$ cat src/rtl/ifetch.sv
// Instruction fetch unit: issues word reads on bus master1 and buffers the returned
// instructions with their addresses in a small prefetch FIFO for decode.
module ifetch #(
  parameter logic [31:0] RESET_PC   = 32'h0000_0000,
  parameter int unsigned FIFO_DEPTH = 4
) (
  input  logic        clk,
  input  logic        rst,
  output logic        m1_re,
  output logic        m1_we,
  output logic        m1_load_sign,
  output logic [3:0]  m1_byte_mask,
  output logic [31:0] m1_addr,
  output logic [31:0] m1_wdata,
  input  logic [31:0] m1_rdata,
  input  logic        m0_busy,
  input  logic        redirect,
  input  logic [31:0] redirect_pc,
  output logic [31:0] inst_o,
  output logic [31:0] inst_pc_o,
  output logic        inst_valid_o,
  input  logic        inst_ready
);

  localparam int unsigned PtrW = (FIFO_DEPTH > 1) ? $clog2(FIFO_DEPTH) : 1;
  localparam int unsigned CntW = PtrW + 1;

  logic [31:0]     pc_q, pc_d;
  logic            pend_q, pend_d;
  logic [31:0]     pend_pc_q, pend_pc_d;
  logic [CntW-1:0] count_q, count_d;
  logic [PtrW-1:0] wr_ptr_q, wr_ptr_d;
  logic [PtrW-1:0] rd_ptr_q, rd_ptr_d;
  logic [31:0]     data_q [FIFO_DEPTH];
  logic [31:0]     data_d [FIFO_DEPTH];
  logic [31:0]     addr_q [FIFO_DEPTH];
  logic [31:0]     addr_d [FIFO_DEPTH];

  logic room;
  logic accept;
  logic push;
  logic pop;
  logic unused_redirect_lsb;

  assign m1_we               = 1'b0;
  assign m1_load_sign        = 1'b0;
  assign m1_byte_mask        = 4'b1111;
  assign m1_wdata            = 32'h0;
  assign unused_redirect_lsb = ^redirect_pc[1:0];

  // A new request needs a free slot beyond the entries held and the one in flight.
  assign room = ({1'b0, count_q} + {{CntW{1'b0}}, pend_q} + (CntW+1)'(1))
                <= (CntW+1)'(FIFO_DEPTH);

  always_comb begin
    m1_re        = !rst && !redirect && room;
    accept       = m1_re && !m0_busy;
    push         = pend_q && !rst && !redirect;
    inst_valid_o = !rst && (count_q != '0);
    pop          = inst_valid_o && inst_ready && !redirect;
    m1_addr      = rst ? RESET_PC : pc_q;
    inst_o       = inst_valid_o ? data_q[rd_ptr_q] : 32'h0;
    inst_pc_o    = inst_valid_o ? addr_q[rd_ptr_q] : 32'h0;
  end

  always_comb begin
    pc_d      = pc_q;
    pend_d    = accept;
    pend_pc_d = accept ? pc_q : pend_pc_q;
    count_d   = count_q;
    wr_ptr_d  = wr_ptr_q;
    rd_ptr_d  = rd_ptr_q;
    data_d    = data_q;
    addr_d    = addr_q;

    if (accept) begin
      pc_d = pc_q + 32'd4;
    end
    if (push) begin
      data_d[wr_ptr_q] = m1_rdata;
      addr_d[wr_ptr_q] = pend_pc_q;
      wr_ptr_d         = wr_ptr_q + PtrW'(1);
    end
    if (pop) begin
      rd_ptr_d = rd_ptr_q + PtrW'(1);
    end
    unique case ({push, pop})
      2'b10:   count_d = count_q + CntW'(1);
      2'b01:   count_d = count_q - CntW'(1);
      default: count_d = count_q;
    endcase

    // Redirect flushes everything, including the word still on the bus.
    if (redirect) begin
      pc_d     = {redirect_pc[31:2], 2'b00};
      pend_d   = 1'b0;
      count_d  = '0;
      wr_ptr_d = '0;
      rd_ptr_d = '0;
    end
  end

  always_ff @(posedge clk) begin
    if (rst) begin
      pc_q      <= RESET_PC;
      pend_q    <= 1'b0;
      pend_pc_q <= 32'h0;
      count_q   <= '0;
      wr_ptr_q  <= '0;
      rd_ptr_q  <= '0;
    end else begin
      pc_q      <= pc_d;
      pend_q    <= pend_d;
      pend_pc_q <= pend_pc_d;
      count_q   <= count_d;
      wr_ptr_q  <= wr_ptr_d;
      rd_ptr_q  <= rd_ptr_d;
    end
  end

  // Storage needs no reset: entries are only visible while counted.
  always_ff @(posedge clk) begin
    data_q <= data_d;
    addr_q <= addr_d;
  end

endmodule
$ cat config.mk
export PLATFORM = sky130hd
export DESIGN_NAME = ifetch
export DESIGN_NICKNAME = d
export VERILOG_FILES = /design/src/rtl/ifetch.sv
export SDC_FILE = /design/constraint.sdc
export NUM_CORES = 1
export LEC_CHECK = 0
export CORE_ASPECT_RATIO = 2
export CORE_UTILIZATION = 31
export CTS_CLUSTER_SIZE = 12
export DETAILED_ROUTE_END_ITERATION = 16
export HOLD_SLACK_MARGIN = 0.03
export MAX_ROUTING_LAYER = met4
export RECOVER_POWER = 25
export SYNTH_ARGS = -nofsm -noshare
export SYNTH_HDL_FRONTEND = slang
export SYNTH_SLANG_ARGS = --single-unit
export TNS_END_PERCENT = 5
$ cat constraint.sdc
create_clock -name clk -period 4.1 [get_ports clk]
set_input_delay 0.615 -clock clk [delete_from_list [all_inputs] [get_ports clk]]
set_output_delay 0.615 -clock clk [all_outputs]
set_load 0.03 [all_outputs]
run_1/congestion.png
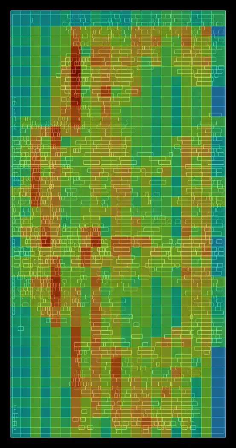
grt met2 use: 0.2577
wire per inst: 18.05 um
gr busiest metal: met2
GRT Util Overall: 0.1387
met3 Use GR: 0.01770

run_1/layer_met1.png
Scale: 2 px per um.
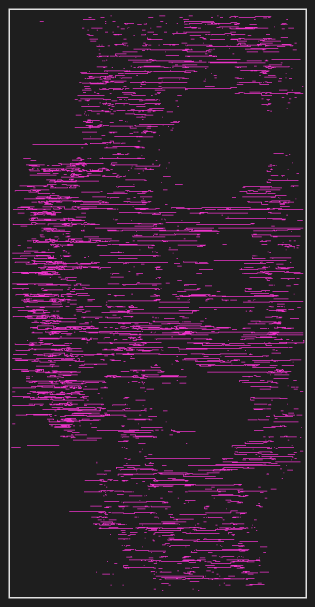
main direction	horizontal
nets with wire on the layer	985
longest straight run	46.0 um
wire length on this layer	11,000 um

run_1/sizes.png
Scale: 1.5 px per um.
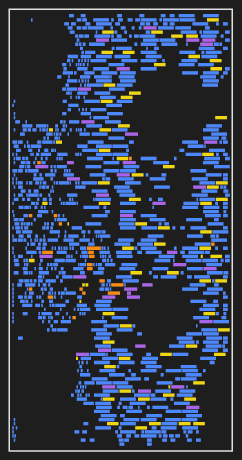
colour	size	cells	share	most used
orange	_3 and _4 cells	20	1.9%	buf_4
yellow	_2 cells	73	6.9%	mux4_2
purple	_6 and larger	37	3.5%	clkbuf_16
blue	_0 and _1 cells	933	88%	edfxtp_1

## run 1: metrics by stage
step,setup WS [ps],std cells
after detailed placement,511.5,1545
after floorplan,1154,929
after global placement,548.1,1545
after global routing,51.20,1603
final,326.8,1603
after CTS,91.22,1603
## run 1: layout make-up
type                    count  share of cell area
clock buffers              54             0.05550
clock inverters             4            0.001473
inverters                  15            0.003488
multi-input cells         502              0.2447
flip-flops and latches    316              0.5462
well taps                 540             0.04186
repair buffers            172              0.1068
## run 1: flip-flops by register name (all words and copies together), names as in the netlist
register   flops
data_q       128
addr_q       120
pc_q          30
pend_pc_q     30
count_q        3
rd_ptr_q       2
wr_ptr_q       2
pend_q         1
## run 1: cell usage after synthesis, drive strengths merged, types with 11 or more instances
cell type and n:
and2 64, clkbuf 38, edfxtp 248, nand2 90, nand3 14, nor2b 28
mux4 62, inv 15, nor2 30, buf 58, dfxtp 68, a21oi 42
xnor2 13, a211oi 11
## run 1: layer usage
metal  global-route usage  wire, um  part of all wire
met1               0.1492     11000              0.38
met2               0.2577     16130              0.56
met3              0.01770      1188             0.041
met4              0.04828       616             0.021
met5                    -         0                 0
## run 1: power by group through the flow
stage	Clock, uW	Sequential [uW]	Combinational [uW]
final	2620	3510	312
after global routing	2820	3510	336
after CTS	2720	3510	316
after detailed placement	0	3580	314
after global placement	0	3580	311
after floorplan	0	3560	216
## run 1: timing repair
item | in CTS | in global routing
hold buffers | 0 | 0
resized | 0 | 1
endpoints found under the setup margin | 0 | 1
## run 1: worst max path at each step
stage	startpoint	end	cells past startpoint
after global placement	redirect	pc_q[27]$_SDFFE_PP0P_	9
after floorplan	redirect	addr_q[10]$_DFFE_PP_	3
after CTS	pend_q$_SDFF_PP0_	m1_re	8
final	pend_q$_SDFF_PP0_	m1_re	8
after detailed placement	redirect	pc_q[27]$_SDFFE_PP0P_	9
after global routing	pend_q$_SDFF_PP0_	m1_re	8
## run 1: tightest hold or removal path: stages, from the launching register on
cell,delay [ps]
dfxtp_1,330
nand2_1,60
a21oi_1,50
## run 1: cell families (layout without fill, tap and decap cells)
kind of cell	Yosys count	after routing
other	2	42
buffers and inverters	111	245
adder cells (fa/ha/maj)	9	9
XOR/XNOR	17	17
AND/OR/NAND/NOR	282	282
multiplexers	66	66
flip-flops	316	316
AND-OR/OR-AND	86	86
==> flow_metrics.tcl, run 1 <==
# metrics dict for downstream scripts
set metrics [dict create \
    antennaDiodeCount 0 \
    pwr-share-clk 0.407 \
    ys_cells 889 \
    yosys.cell_types.count 57 \
    status "completed" \
    grt_pass1_wl_um 44350 \
    cts_sinks 316 \
    synthFlopType "edfxtp_1" \
    hpwlAfterDp_um 18350 \
    start_kind "flop" \
    cts_tree "yes" \
    drc_errors 0 \
    postCtsSetupBuffers 0 \
    drive_above_1_share 0.1223 \
    ir_drop_v 0.0002065 \
    synth_area_sq_um 13170 \
    critPathSlowestCell "clkdlybuf4s50_1" \
    path_buffers 4 \
    reg2reg_from "pend_q$_SDFF_PP0_" \
    area_leaders "edfxtp_1, mux4_2, dfxtp_1" \
    cts_made_buffers 31 \
    io_buffers 160 \
    num_rows 106 \
    simple_gate_area_frac 0.1134 \
    rsz0062_at_grt "false" \
    hold_slack_ps 496.9 \
    htree_num_levels 1 \
    critPathCaptureType "output pin" \
    path_clk_slew_ps 60 \
]
run_1/placement_by_type.png
Scale: 1.5 px per um.
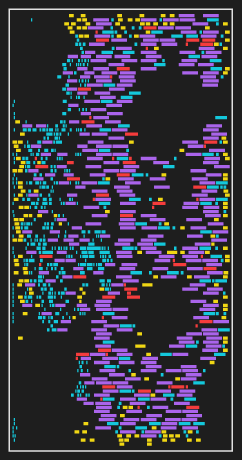

==> run 1 -> run 2 <==
--- a/config.mk
+++ b/config.mk
@@ -13,4 +13,5 @@
 export MAX_ROUTING_LAYER = met4
 export RECOVER_POWER = 25
+export SKIP_CTS_REPAIR_TIMING = 1
 export SYNTH_ARGS = -nofsm -noshare
 export SYNTH_HDL_FRONTEND = slang
==> constraint.sdc (replaced) <==
create_clock -name clk -period 4.1 [get_ports clk]
set_input_delay 0.41 -clock clk [delete_from_list [all_inputs] [get_ports clk]]
set_output_delay 0.41 -clock clk [all_outputs]
set_load 0.03 [all_outputs]
run_2/placement_by_type.png
Scale: 1.5 px per um.
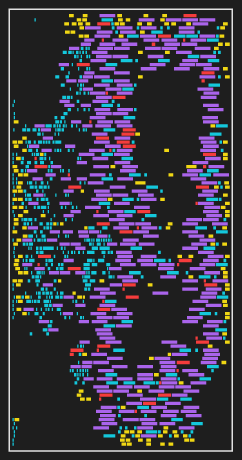
colour	class	cells	share of their area
red	clock drivers and dummy loads	57	5.9%
purple	sequential cells	316	57%
yellow	remaining buffers and delay cells	170	11%
cyan	combinational and other logic	517	26%

run_2/detail.png
Window x 24 to 49, y 208 to 233 um. Cells in grey, sequential cells in the stronger grey; small squares are vias.
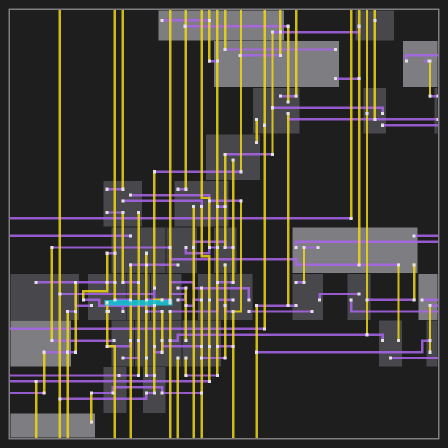
colour	layer
yellow	metal 2
cyan	metal 3
purple	metal 1
most frequent	nand2_1 (8), dfxtp_1 (4)
netlist names of flops here include	pc_q (3), pend_pc_q (1)
sequential cells in the window	4
cells with their middle in the window	27

==> run 2 against run 1 <==
Effect of this change: design area is 0.28% lower; non-clock buffer count is 2 lower; synthesized area stayed put; clock power hardly changed.
==> flow_metrics.tcl, run 2 <==
# metrics dict for downstream scripts
set metrics [dict create \
    syn_inst 889 \
    pre_cts_ws_ps 863.2 \
    largest_register "data_q" \
    top_cells_by_count "edfxtp_1, nand2_1, dfxtp_1, and2_1, mux4_2" \
    synth_area_sq_um 13170 \
    place_inst 1543 \
    hpwlAfterDp_um 18070 \
    final_cells 1600 \
    vias 7534 \
    yosys.cell_types.count 57 \
    edf_count 248 \
    ys_cells 889 \
    critPathCaptureType "output pin" \
    cts_made_buffers 31 \
    wire_per_inst_um 17.92 \
    ir_drop_v 0.0002308 \
    htree_num_levels 1 \
    cts_tree "yes" \
    busiest_layer "met2" \
    gr-usage-all-layers 0.1372 \
    grt_util_met2 0.2551 \
    drive_above_1_share 0.1208 \
    largestRegisters "data_q: 128 flops, addr_q: 120 flops" \
    met1_usage 0.1467 \
    synth.most_common_cell "edfxtp_1" \
    grtUsageMet3 0.01537 \
    status "completed" \
    area_leaders "edfxtp_1, mux4_2, dfxtp_1" \
    cts_sinks 316 \
    grt_pass1_wl_um 44210 \
    area_growth_pct 22.22 \
    drv_cap 0 \
    path_buffers 4 \
    num_rows 106 \
    rsz0062_at_grt "false" \
    io_buffers 160 \
    relSlewSlack 0.3067 \
    path_clk_slew_ps 60 \
]
## run 2: routing by layer
metal | vias to the layer above | routed length (um)
li1 | 3537 | -
met1 | 3721 | 10940
met2 | 229 | 15670
met3 | 47 | 1190
met4 | 0 | 875
met5 | - | 0
## run 2: area by class of cell
cell class / count / area, sq um / share of cell area
Sequential cell: 316 / 8816 / 0.5477
Clock inverter: 2 / 13.76 / 0.0008551
Multi-Input combinational cell: 502 / 3938 / 0.2446
Inverter: 15 / 56.30 / 0.003498
Clock buffer: 55 / 899.6 / 0.05589
Timing Repair Buffer: 170 / 1697 / 0.1054
Tap cell: 540 / 675.6 / 0.04198
## run 2: metrics by stage
step	hold slack, ps	area, sq um	util
after floorplan	431.9	13320	-
after global placement	473.2	15180	0.3623
after detailed placement	490.7	15180	0.3623
after CTS	320.7	16100	0.3840
after global routing	333.9	16100	0.3840
final	350.3	16100	0.3840
## run 2: path summary, 6_finish.rpt
kind | start | end | slack, ps | cells after the start
worst max-delay path | pend_q$_SDFF_PP0_ | m1_re | 350 | 8
worst min-delay path | rst | rd_ptr_q[0]$_SDFFE_PP0P_ | 350 | 3
worst max register to register | pend_q$_SDFF_PP0_ | pc_q[31]$_SDFFE_PP0P_ | 870 | 11
worst min register to register | pc_q[31]$_SDFFE_PP0P_ | pend_pc_q[31]$_SDFFE_PP0P_ | 490 | 2
## run 2: logic make-up after synthesis
kind of cell	Yosys count	synth area share
AND/OR/NAND/NOR	282	0.1134
AND-OR/OR-AND	86	0.04181
buffers and inverters	111	0.04560
adder cells (fa/ha/maj)	9	0.009122
other	2	0.0005703
XOR/XNOR	17	0.01131
multiplexers	66	0.1093
flip-flops	316	0.6689
## run 2: report_power, final
part           switching, uW  total, uW  internal [uW]
Sequential              41.3       3510           3470
Combinational            189        308            119
Clock                   1140       2620           1470
Total                   1370       6430           5060
## run 2: worst reg2reg max path: stages (launching register included)
cell      delay, ps
dfxtp_1         490
inv_1            90
ha_1            240
inv_1            70
ha_1            150
xnor2_1          80
o221ai_2        710
inv_1           280
nand2_1         200
inv_2           320
o31a_1          360
o221ai_1        160
Power and IR drop assume default switching activity.
